Design spike_window_readout, sky130hd; sources not shown.
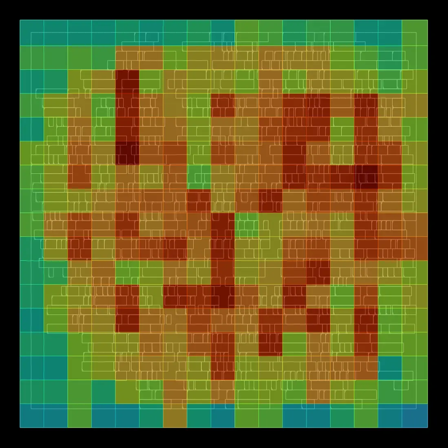
*Routing congestion, run 1*
final core utilization: 71.59%
most crowded layer after global routing: met2

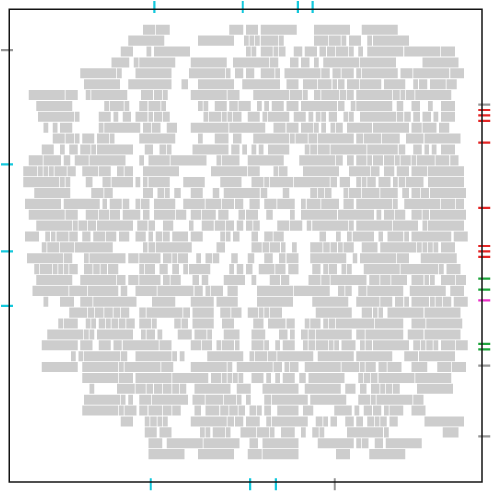
*Ports around the boundary, run 1*
Scale: 4 px per µm. Pins as bars across the die edge, other pins in grey.
legend:
  red:
    port: max_count_o
    pins: 8
    direction: output
    edge: east
  green:
    port: digit_o
    pins: 4
    direction: output
    edge: east
  magenta:
    port: tie_o
    pins: 1
    direction: output
    edge: east
  cyan:
    port: spike_i
    pins: 10
    direction: input
    edge: 4 north, 3 west, 3 south
all pins by edge: 16 east, 4 west, 4 north, 4 south
die width: 117.8 µm
# port buffers: 27
vertical die size: 117.8 µm

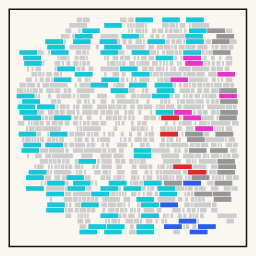
*Sequential cells grouped by signal name, run 1*
Scale: 2 px per µm.
legend:
  red:
    name_in_the_netlist: idx_q
    flops: 4
  cyan:
    name_in_the_netlist: g_cnt.u_cnt.count
    flops: 80
  blue:
    name_in_the_netlist: win_q
    flops: 6
    where: south-east
  magenta:
    name_in_the_netlist: best_q
    flops: 8
not coloured: 22
P_seq: 2420 µW
FF+latch area: 3005 µm²
sequential share of cell area: 34.66%

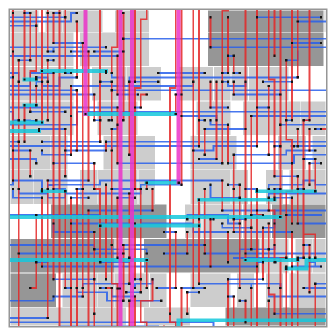
*Zoomed window, run 1*
Region (46, 23) to (71, 48) µm. Cells in grey, sequential cells in the stronger grey; small squares are vias.
legend:
  blue:
    layer: M1
  red:
    layer: M2
  magenta:
    layer: M4
  cyan:
    layer: M3
sequential cells in the window: 6
most frequent: nor2_1 (11), dfrtp_1 (6)
cells with their middle in the window: 56

==> results.json, run 1 <==
{
  "dr.pass1.iters": 5,
  "place_inst": 942,
  "io_pins": 28,
  "synth_cell_types": 71,
  "syn_area_um2": 7003,
  "grt_pass1_vias": 5932,
  "startpoint_type": "flip-flop",
  "buf_share_pct": 9.163,
  "r2r_setup_slack_ns": -0.57,
  "fmax_ghz": 0.2558,
  "wl_met2_mm": 9.760,
  "nWellTaps": 168,
  "ys_top_logic_family": "simple AND/OR/NAND/NOR gates",
  "worstHoldPathType": "reg -> reg",
  "drive_above_1_share_pct": 17.71,
  "drt-initial-drc-count": 634,
  "drt-met1-wl_mm": 8.167,
  "mux_area_share_pct": 2.966,
  "synth-simple-area-share_pct": 22.07,
  "maxCapViolations": 0,
  "vias": 6201,
  "grt_pass1_wl_mm": 29.64,
  "yosys_area_um2": 7003,
  "leakagePower_uw": 0.003765,
  "nNonClkBuffers": 94,
  "clkLatencyLatePin_ns": 0.42,
  "gr-usage-all-layers_pct": 26.74,
  "path_class": "reg -> reg",
  "critical_path_cell_count": 16,
  "wl_mm": 19.66,
  "cts.sinks": 120,
  "syn_avg_cell_area_um2": 9.387,
  "cts_tree": "yes",
  "synth.most_common_cell": "dfrtp_1",
  "period_used_pct": 117.0,
  "antenna_found_initial": 0,
  "failed_checks": "negative setup slack",
  "nets": 853,
  "lay_top_count": "dfrtp_1",
  "path_clk_slew_ns": 0.06,
  "setup_viol": 26,
  "yosys_warnings": 0,
  "fp_nets": 782,
  "cts-root-buf": "clkbuf_16",
  "synthTopCellsByArea": "dfrtp_1, nor2_1, xor2_1",
  "diodes": 0,
  "cp_max_fo": 10,
  "num-nonclk-inverters": 32,
  "cts_made_buffers": 17,
  "comb_area_um2": 3990,
  "async_flop_share_pct": 100.0,
  "synth_area_leader_cell": "dfrtp_1",
  "top_area_share_pct": 42.88,
  "critical_path.endpoint_type": "flip-flop",
  "worst-r2r-cell-count": 16,
  "tightest_slew_ns": 0.6953,
  "fp-utilization_pct": 57.82,
  "clkCellAreaFrac_pct": 6.320,
  "ys_ff": 120,
  "synth-edff-count": 0,
  "grt_overflow_total": 0,
  "final-hold-violation-count": 0,
  "largest_register_ffs": 80,
  "hpwl_mm": 13.08,
  "viasPerCell": 6.213,
  "critPathMaxStageDelay_ns": 0.48,
  "min_path_cells": 2,
  "path_cells": "inv_2, ha_4, clkbuf_4, nand3_1, a311oi_1, o221ai_2, a21oi_2, ha_1, o21ai_0, nand2b_1, o311a_4, o21ai_4, buf_6, buf_4, buf_4, a22o_1",
  "fp-row-count": 40,
  "powerDensity_nw_per_um2": 721.4,
  "fin_skew_ns": 0.007328,
  "comb_cells": 552,
  "crit_path_top_delay_cell": "dfrtp_2",
  "status": "finished, violations left",
  "dieArea_um2": 13880,
  "finalNonFillerCells": 998,
  "routabilityCongestion": 1.019,
  "synth-xor-area-share_pct": 7.504,
  "ant_nets": 0,
  "final.setup.worst_slack_ns": -0.5687
}
[run 1: through the flow]
stage	TNS, ns	util (%)	setup slack, ns	cell area, µm²
after floorplan	0	-	0.007607	7036
after global placement	-398.42	62.06	-3.589	7516
after detailed placement	-23.33	62.29	-0.8213	7545
after CTS	-16.71	66.82	-0.8661	8093
after global routing	-10.68	71.59	-0.5956	8671
final	-9.407	71.59	-0.5687	8671
[run 1: power breakdown]
group / internal, µW / switching [µW] / total [µW]
clock network: 1070 / 638 / 1710
logic: 1000 / 1120 / 2130
registers: 1880 / 536 / 2420
[run 1: per-layer routing]
layer	vias to the layer above	track usage, %
met3	56	6.776
li1	2810	-
met5	-	0
met1	3088	33.71
met2	247	44.34
met4	0	10.40
==> run 1 -> run 2 <==
Settings changed: SLEW_MARGIN set to 20.
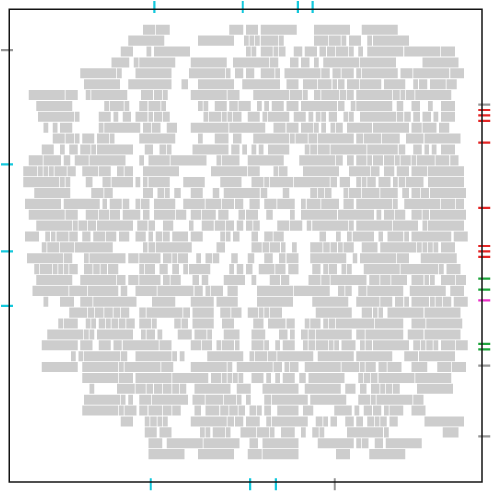
*Ports around the boundary, run 2*
Scale: 4 px per µm. Pins as bars across the die edge, other pins in grey.
legend:
  green:
    port: digit_o
    pins: 4
    direction: output
    edge: east
  red:
    port: max_count_o
    pins: 8
    direction: output
    edge: east
  magenta:
    port: tie_o
    pins: 1
    direction: output
    edge: east
  cyan:
    port: spike_i
    pins: 10
    direction: input
    edge: 4 north, 3 west, 3 south
all pins by edge: 16 east, 4 west, 4 north, 4 south

==> results.json, run 2 <==
{
  "status": "finished, violations left",
  "failed_checks": "negative setup slack",
  "largest_register_ffs": 80,
  "design_area_um2": 8671,
  "drt-initial-drc-count": 634,
  "switching_power_uw": 2299,
  "dieHeight_um": 117.8,
  "leakagePower_uw": 0.003765,
  "cts_made_buffers": 17,
  "top_area_share_pct": 42.88,
  "wl_mm": 19.66,
  "vias": 6201,
  "cp_max_fo": 10,
  "critical_path.endpoint_type": "flip-flop",
  "cts-root-buf": "clkbuf_16",
  "met1_usage_pct": 33.71,
  "pg_comb_uw": 2130,
  "r2r_setup_slack_ns": -0.57,
  "power.group.top": "sequential cells",
  "cts_max_path_buffers": 2,
  "tightest_slew_ns": 0.6953,
  "io_pins": 28,
  "grt_overflow_total": 0,
  "wl_met2_mm": 9.760,
  "syn_area_um2": 7003,
  "die_w_um": 117.8,
  "dr.pass1.iters": 5,
  "combinationalPowerShare_pct": 34.0,
  "gr-max-usage-layer": "met2",
  "synth_cell_types": 71,
  "cts_tree": "yes",
  "fp_nets": 782,
  "synth.most_common_cell": "dfrtp_1",
  "final-hold-violation-count": 0,
  "period_used_pct": 117.0,
  "synth-adder-area-share_pct": 4.109,
  "startpoint_type": "flip-flop",
  "mux_area_share_pct": 2.966,
  "min_path_cells": 2,
  "grt_pass1_wl_mm": 29.64,
  "synth-simple-area-share_pct": 22.07,
  "yosys_area_um2": 7003,
  "drt-met1-wl_mm": 8.167,
  "clock_power_share_pct": 27.3,
  "fp-utilization_pct": 57.82,
  "path_clk_slew_ns": 0.06,
  "setup_viol": 26,
  "ys_ff": 120,
  "lay_top_count": "dfrtp_1",
  "synth-edff-count": 0,
  "synth_area_leader_cell": "dfrtp_1",
  "met2_usage_pct": 44.34,
  "ys_top_logic_family": "simple AND/OR/NAND/NOR gates",
  "clkLatencyLatePin_ns": 0.42,
  "fin_skew_ns": 0.007328,
  "swShare_pct": 36.75,
  "met3_usage_pct": 6.776,
  "synth-xor-area-share_pct": 7.504,
  "fin_util_pct": 71.59,
  "gr-usage-all-layers_pct": 26.74,
  "dieArea_um2": 13880,
  "cts.sinks": 120,
  "nets": 853,
  "routabilityCongestion": 1.019,
  "final.setup.worst_slack_ns": -0.5687,
  "worstHoldPathType": "reg -> reg",
  "seq-power_uw": 2420,
  "yosys_warnings": 0,
  "fp-row-count": 40,
  "hpwl_mm": 13.08,
  "ant_nets": 0,
  "pwr-share-seq_pct": 38.7,
  "p_int_uw": 3957,
  "place_ws_ns": -0.8213,
  "placed_cell_area_um2": 7545,
  "viasPerCell": 6.213,
  "path_class": "reg -> reg",
  "grt_pass1_vias": 5932,
  "drive_above_1_share_pct": 17.71,
  "finalNonFillerCells": 998,
  "maxCapViolations": 0,
  "port_buffers": 27,
  "drc": 0,
  "fmax_ghz": 0.2558,
  "diodes": 0,
  "place_inst": 942,
  "finalSetupTns_ns": -9.407,
  "ir_worst_vdd_v": 0.0003902,
  "powerDensity_nw_per_um2": 721.4,
  "powerClk_uw": 1710,
  "synthTopCellsByArea": "dfrtp_1, nor2_1, xor2_1",
  "worst-r2r-cell-count": 16,
  "async_flop_share_pct": 100.0,
  "fillers": 901,
  "syn_avg_cell_area_um2": 9.387,
  "antenna_found_initial": 0,
  "slew_headroom_pct": 53.64
}
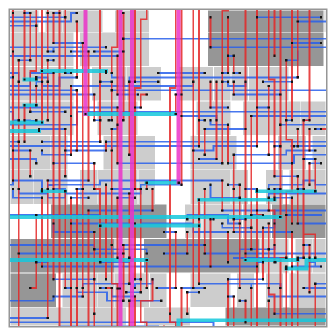
*Zoomed window, run 2*
Region (46, 23) to (71, 48) µm. Cells in grey, sequential cells in the stronger grey; small squares are vias.
legend:
  magenta:
    layer: M4
  cyan:
    layer: M3
  blue:
    layer: M1
  red:
    layer: M2
sequential cells in the window: 6
cells with their middle in the window: 56
most frequent: nor2_1 (11), dfrtp_1 (6)

[run 2: area by class of cell]
class | count | area, µm² | share of cell area [%]
buffer | 42 | 277.8 | 3.203
clock buffer | 17 | 425.4 | 4.906
clock inverter | 15 | 122.6 | 1.414
inverter | 32 | 122.6 | 1.414
multi-input combinational | 552 | 3990 | 46.02
sequential | 120 | 3005 | 34.66
tap | 168 | 210.2 | 2.424
timing repair buffer | 52 | 516.7 | 5.960
[run 2: critical path: stages, from the launching register on]
cell	delay, ns
dfrtp_2	0.48
inv_2	0.13
ha_4	0.17
clkbuf_4	0.22
nand3_1	0.10
a311oi_1	0.47
o221ai_2	0.19
a21oi_2	0.22
ha_1	0.27
o21ai_0	0.29
nand2b_1	0.24
o311a_4	0.23
o21ai_4	0.20
buf_6	0.18
buf_4	0.15
buf_4	0.12
a22o_1	0.15
Power figures rest on the tool's default switching activity, not on a simulated workload.
